==> src/rtl/eep_arbiter.sv <==
// Arbitrates the single EEPROM port between the PID coefficient loader (read-only)
// and the UART command interpreter (read/write), and drives the EEPROM pins.
module eep_arbiter #(
  parameter logic [21:0] WRT_CYCLES = 22'h249F00,
  parameter int          DW         = 14
) (
  input  logic          clk,
  input  logic          rst,
  input  logic          pid_req,
  input  logic [1:0]    pid_addr,
  output logic          pid_gnt,
  output logic          pid_vld,
  input  logic          cmd_req,
  input  logic          cmd_wr,
  input  logic [1:0]    cmd_addr,
  input  logic [DW-1:0] cmd_wdata,
  output logic          cmd_gnt,
  output logic          cmd_done,
  output logic [DW-1:0] rd_data,
  input  logic [DW-1:0] eep_rdata,
  output logic [1:0]    eep_addr,
  output logic [DW-1:0] eep_wdata,
  output logic          eep_cs_n,
  output logic          eep_r_w_n,
  output logic          chrg_pmp_en,
  output logic          busy
);

  localparam int CNT_W = $clog2({1'b0, WRT_CYCLES} + 23'd1);
  localparam logic [CNT_W-1:0] CNT_LAST = CNT_W'(WRT_CYCLES - 22'd1);

  typedef enum logic [1:0] {
    IDLE = 2'd0,
    RD   = 2'd1,
    WR   = 2'd2
  } state_t;

  state_t          state_r;
  logic [CNT_W-1:0] wcnt_r;
  logic             last_pid_r;
  logic [1:0]       addr_r;
  logic [DW-1:0]    wdata_r;
  logic             pick_pid_s;
  logic             pick_cmd_s;

  assign eep_addr  = addr_r;
  assign eep_wdata = wdata_r;

  // Fixed PID priority, except cmd wins right after a PID grant so it cannot starve.
  always_comb begin
    pick_pid_s = 1'b0;
    pick_cmd_s = 1'b0;
    if (cmd_req && (last_pid_r || !pid_req)) begin
      pick_cmd_s = 1'b1;
    end else if (pid_req) begin
      pick_pid_s = 1'b1;
    end else begin
      pick_pid_s = 1'b0;
    end
  end

  // Access sequencer: pins, pulses and read data are all registered state.
  always_ff @(posedge clk or posedge rst) begin
    if (rst) begin
      state_r     <= IDLE;
      wcnt_r      <= '0;
      last_pid_r  <= 1'b0;
      addr_r      <= 2'b00;
      wdata_r     <= '0;
      rd_data     <= '0;
      pid_gnt     <= 1'b0;
      pid_vld     <= 1'b0;
      cmd_gnt     <= 1'b0;
      cmd_done    <= 1'b0;
      eep_cs_n    <= 1'b1;
      eep_r_w_n   <= 1'b1;
      chrg_pmp_en <= 1'b0;
      busy        <= 1'b0;
    end else begin
      pid_gnt  <= 1'b0;
      pid_vld  <= 1'b0;
      cmd_gnt  <= 1'b0;
      cmd_done <= 1'b0;
      case (state_r)
        IDLE: begin
          if (pick_pid_s) begin
            state_r    <= RD;
            last_pid_r <= 1'b1;
            addr_r     <= pid_addr;
            wdata_r    <= '0;
            pid_gnt    <= 1'b1;
            eep_cs_n   <= 1'b0;
            eep_r_w_n  <= 1'b1;
            busy       <= 1'b1;
          end else if (pick_cmd_s) begin
            last_pid_r <= 1'b0;
            addr_r     <= cmd_addr;
            wdata_r    <= cmd_wdata;
            cmd_gnt    <= 1'b1;
            eep_cs_n   <= 1'b0;
            busy       <= 1'b1;
            if (cmd_wr) begin
              state_r     <= WR;
              wcnt_r      <= '0;
              eep_r_w_n   <= 1'b0;
              chrg_pmp_en <= 1'b1;
            end else begin
              state_r     <= RD;
              eep_r_w_n   <= 1'b1;
              chrg_pmp_en <= 1'b0;
            end
          end else begin
            state_r <= IDLE;
          end
        end
        RD: begin
          rd_data   <= eep_rdata;
          state_r   <= IDLE;
          eep_cs_n  <= 1'b1;
          eep_r_w_n <= 1'b1;
          busy      <= 1'b0;
          pid_vld   <= last_pid_r;
          cmd_done  <= !last_pid_r;
        end
        WR: begin
          if (wcnt_r == CNT_LAST) begin
            state_r     <= IDLE;
            eep_cs_n    <= 1'b1;
            eep_r_w_n   <= 1'b1;
            chrg_pmp_en <= 1'b0;
            busy        <= 1'b0;
            cmd_done    <= 1'b1;
          end else begin
            wcnt_r <= wcnt_r + CNT_W'(1);
          end
        end
        default: begin
          state_r     <= IDLE;
          eep_cs_n    <= 1'b1;
          eep_r_w_n   <= 1'b1;
          chrg_pmp_en <= 1'b0;
          busy        <= 1'b0;
        end
      endcase
    end
  end

endmodule

==> config.mk <==
export PLATFORM = sky130hd
export DESIGN_NAME = eep_arbiter
export DESIGN_NICKNAME = d
export VERILOG_FILES = /design/src/rtl/eep_arbiter.sv
export SDC_FILE = /design/constraint.sdc
export NUM_CORES = 1
export LEC_CHECK = 0
export CAP_MARGIN = 40
export CORE_MARGIN = 4
export CORE_UTILIZATION = 30
export CTS_CLUSTER_SIZE = 10
export DETAILED_ROUTE_END_ITERATION = 7
export PLACE_DENSITY_LB_ADDON = 0.2
export SYNTH_ARGS = -nofsm -noshare
export SYNTH_HDL_FRONTEND = slang
export SYNTH_SLANG_ARGS = --single-unit
export TNS_END_PERCENT = 1
==> constraint.sdc <==
create_clock -name clk -period 2.15 [get_ports clk]
set_input_delay 0.43 -clock clk [delete_from_list [all_inputs] [get_ports clk]]
set_output_delay 0.43 -clock clk [all_outputs]
set_load 0.1 [all_outputs]
==> Slide: Implementation Results <==
Physical Implementation Snapshot

Critical path
  – Slowest cell on the critical path: dfrtp_1
  – CP Capture Type: register
  – CP Data Arrival Time: roughly 2.2 ns
  – Top Family by Delay on Critical Path: simple AND/OR/NAND/NOR gates
  – Crit Path Max Fanout: 8
  – WP buf/inv: 0
  – Worst Setup Start Kind: register
  – Worst r2r src: wcnt_r[14]
  – Required time of the critical path: roughly 2.4 ns
  – Crit-path max cell delay: 0.39 ns

STA
  – RSZ-0062 raised after global routing: false
  – Final TNS setup: 0 ns
  – Min Tclk post-route: 1.93 ns
  – Fmax: a little over 0.5 GHz
  – Hold Vio Cnt, Final: 0

Clocking
  – Setup Fix Bufs, Post-CTS: 0
  – PostCTS Resize Cnt: 0
  – Clk buf depth: 2
  – H-tree Lvls: 3
  – Clock Root Buffer: clkbuf_8
  – CTS Sinks: 63
  – Later-pin clock latency in the skew report: between 0.3 and 0.4 ns
  – CTS Buf Count: 9

Floorplanning
  – Die Span X: roughly 110 um
  – FP Util: 0.312
  – IO Pins: roughly 75
  – Die area: 11900 um^2

Synthesis
  – Count of library flops with an enable pin: 0
  – Post-synthesis cell area: a little over 3000 um^2
  – Cell Type Count: around 55
  – Seq share, synth: 0.513
  – Yosys Chip Area: just over 3000 um^2
  – Syn nets: between 300 and 400
  – Flops after synth: roughly 63
  – Top FF cell, synth: dfrtp_1
  – Top cell area share: 0.496
  – Most common cell in the netlist: dfrtp_1
  – Synth area leader: dfrtp_1
  – Top cells by count, synth: 61 x dfrtp_1, 22 x a22o_1, 22 x nand2_1
  – FFs w/ async S/R, synth: 1.00

Final layout
  – Final cell count without fillers: 516
  – Layout cells sized above 1: 0.292
  – Design area: approximately 4300 um^2
  – Nets: 419
  – Comb area: ~1400 um^2
  – FILL cells: between 900 and 1000

Global route
  – First-pass GRT wire length: ~14000 um
  – Number of global-route vias before repair: around 2700
  – Tot GR Track Use: 0.149
  – Total gr overflow: 0
  – Largest net degree at the start of global routing: 26

Drt
  – Post-DR wirelength/cell: around 16 um
  – Remaining antenna violation count: 0
  – Post-DR vias/cell: ~5
  – DRC Markers: 0

Place
  – Dpl cell area: roughly 4100 um^2
  – Placed cells: about 500
  – Pre-CTS WS: between 0.06 and 0.07 ns
  – Hpwl dp: a little under 6000 um
  – Placer congestion estimate: a little under 0.8

Flow run
  – Max-cap violation count: 0
  – Tool warnings: 28

Hold path
  – Min-delay worst type: in -> async

Status
  – Outcome: finished, final reports clean
==> routing by layer <==
metal	track usage	vias up	wire length, um
li1	-	1255	-
met1	0.191	1264	3650
met2	0.252	62	3990
met3	0.0255	7	351
met4	0.0508	0	99
met5	0	-	0
==> worst register-to-register path, stage by stage, from the launching register on <==
cell     delay, ns
dfrtp_1       0.39
nor4b_2       0.37
and4_2        0.38
nand2_2       0.15
and4_1        0.24
a221o_1       0.28
==> registers in the layout, summed over array words and instances, names as in the netlist <==
name and cells:
busy 1, chrg_pmp_en 1, cmd_done 1, cmd_gnt 1, eep_addr 2, eep_cs_n 1, eep_r_w_n 1, eep_wdata 14
last_pid_r 1, pid_gnt 1, pid_vld 1, rd_data 14, state_r 2, wcnt_r 22
==> through the flow <==
step / hold slack [ns] / utilization
6_report: 0.410 / 0.437
3_5_place_dp: 0.457 / 0.415
5_1_grt: 0.446 / 0.437
4_1_cts: 0.409 / 0.437
3_3_place_gp: 0.464 / 0.415
2_1_floorplan: 0.472 / -
==> final cells by class <==
type,count,share of cell area
flip-flops and latches,63,0.366
multi-input cells,192,0.326
repair buffers,102,0.210
clock buffers,14,0.0423
well taps,133,0.0386
clock inverters,2,0.00870
inverters,10,0.00870
==> layout by cell type (no fill, tap or decap), drive strengths merged, types with 2 or more instances in the layout <==
cell           Yosys  layout
nand3b             5       5
a31oi              4       4
or4b               2       2
inv               10      10
and4               3       3
a41oi              2       2
nand4              8       8
nor4               3       3
nor2b              2       2
clkbuf            10      14
nor2              12      12
and4b              2       2
clkdlybuf4s50      0      36
a221o              4       4
nand3             16      16
and3               5       5
nor3               3       3
o21ai              7       7
nor3b              6       6
a22o              22      22
dfrtp             61      61
dfstp              2       2
ha                 4       4
buf                3      66
o211ai             6       6
a211o              2       2
mux2              20      20
or2                2       2
a21oi             14      14
and2               3       3
nand2             23      23
==> cells by family (layout without fill, tap and decap cells) <==
logic type | count (synthesis) | in the layout | synth area share
adders and majority gates | 4 | 4 | 0.0163
DFF | 63 | 63 | 0.513
and+or+nand+nor | 99 | 99 | 0.201
muxes | 20 | 20 | 0.0732
buffers and inverters | 23 | 128 | 0.0293
AOI/OAI and AO/OA | 69 | 69 | 0.167
==> worst max path at each step <==
stage | startpoint | end | slack, ns | cells after the start
2_1_floorplan | rst | busy | 0.15 | 1
3_3_place_gp | pid_req | wcnt_r[2] | 0.09 | 7
4_1_cts | wcnt_r[14] | wcnt_r[3] | 0.19 | 5
6_report | wcnt_r[14] | wcnt_r[3] | 0.22 | 5
5_1_grt | wcnt_r[18] | wcnt_r[3] | 0.06 | 5
3_5_place_dp | pid_req | wcnt_r[2] | 0.07 | 7
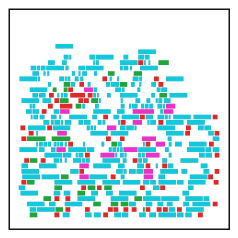
*Sizing map*
Scale: 2 px per um.
legend:
  drive 3 to 4:
    color: red
    cells: 65
    share: 17%
  drive 1 or less:
    color: cyan
    cells: 271
    share: 71%
  drive 6 and up:
    color: magenta
    cells: 18
    share: 4.7%
  drive 2:
    color: green
    cells: 29
    share: 7.6%

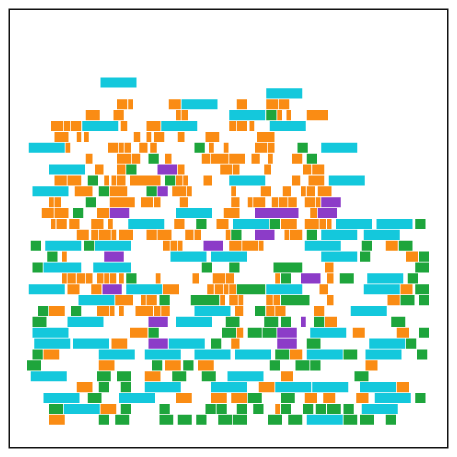
*Placement by cell class*
Scale: 4 px per um.
legend:
  clock drivers and dummy loads:
    color: purple
    cells: 16
    share_of_their_area: 5.3%
  other buffers and delay cells:
    color: green
    cells: 102
    share_of_their_area: 22%
  all other logic:
    color: orange
    cells: 202
    share_of_their_area: 35%
  flip-flops:
    color: cyan
    cells: 63
    share_of_their_area: 38%

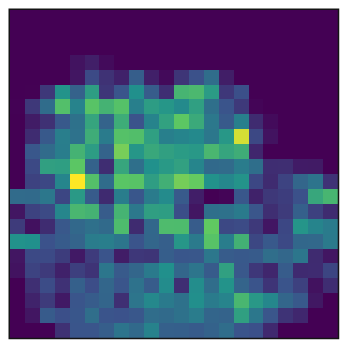
*Wire density map*
Scale: 3 px per um. 22 x 22 tiles, from dark purple (low) to yellow (high), scaled to the fullest tile. Values are wire area over tile area, all layers added.
nearly empty tiles: 30%
tiles over half the peak: 15%
fullest tile: 0.44
emptiest ninth of the die: north-east
densest ninth of the die: center
mean over tiles: 0.11

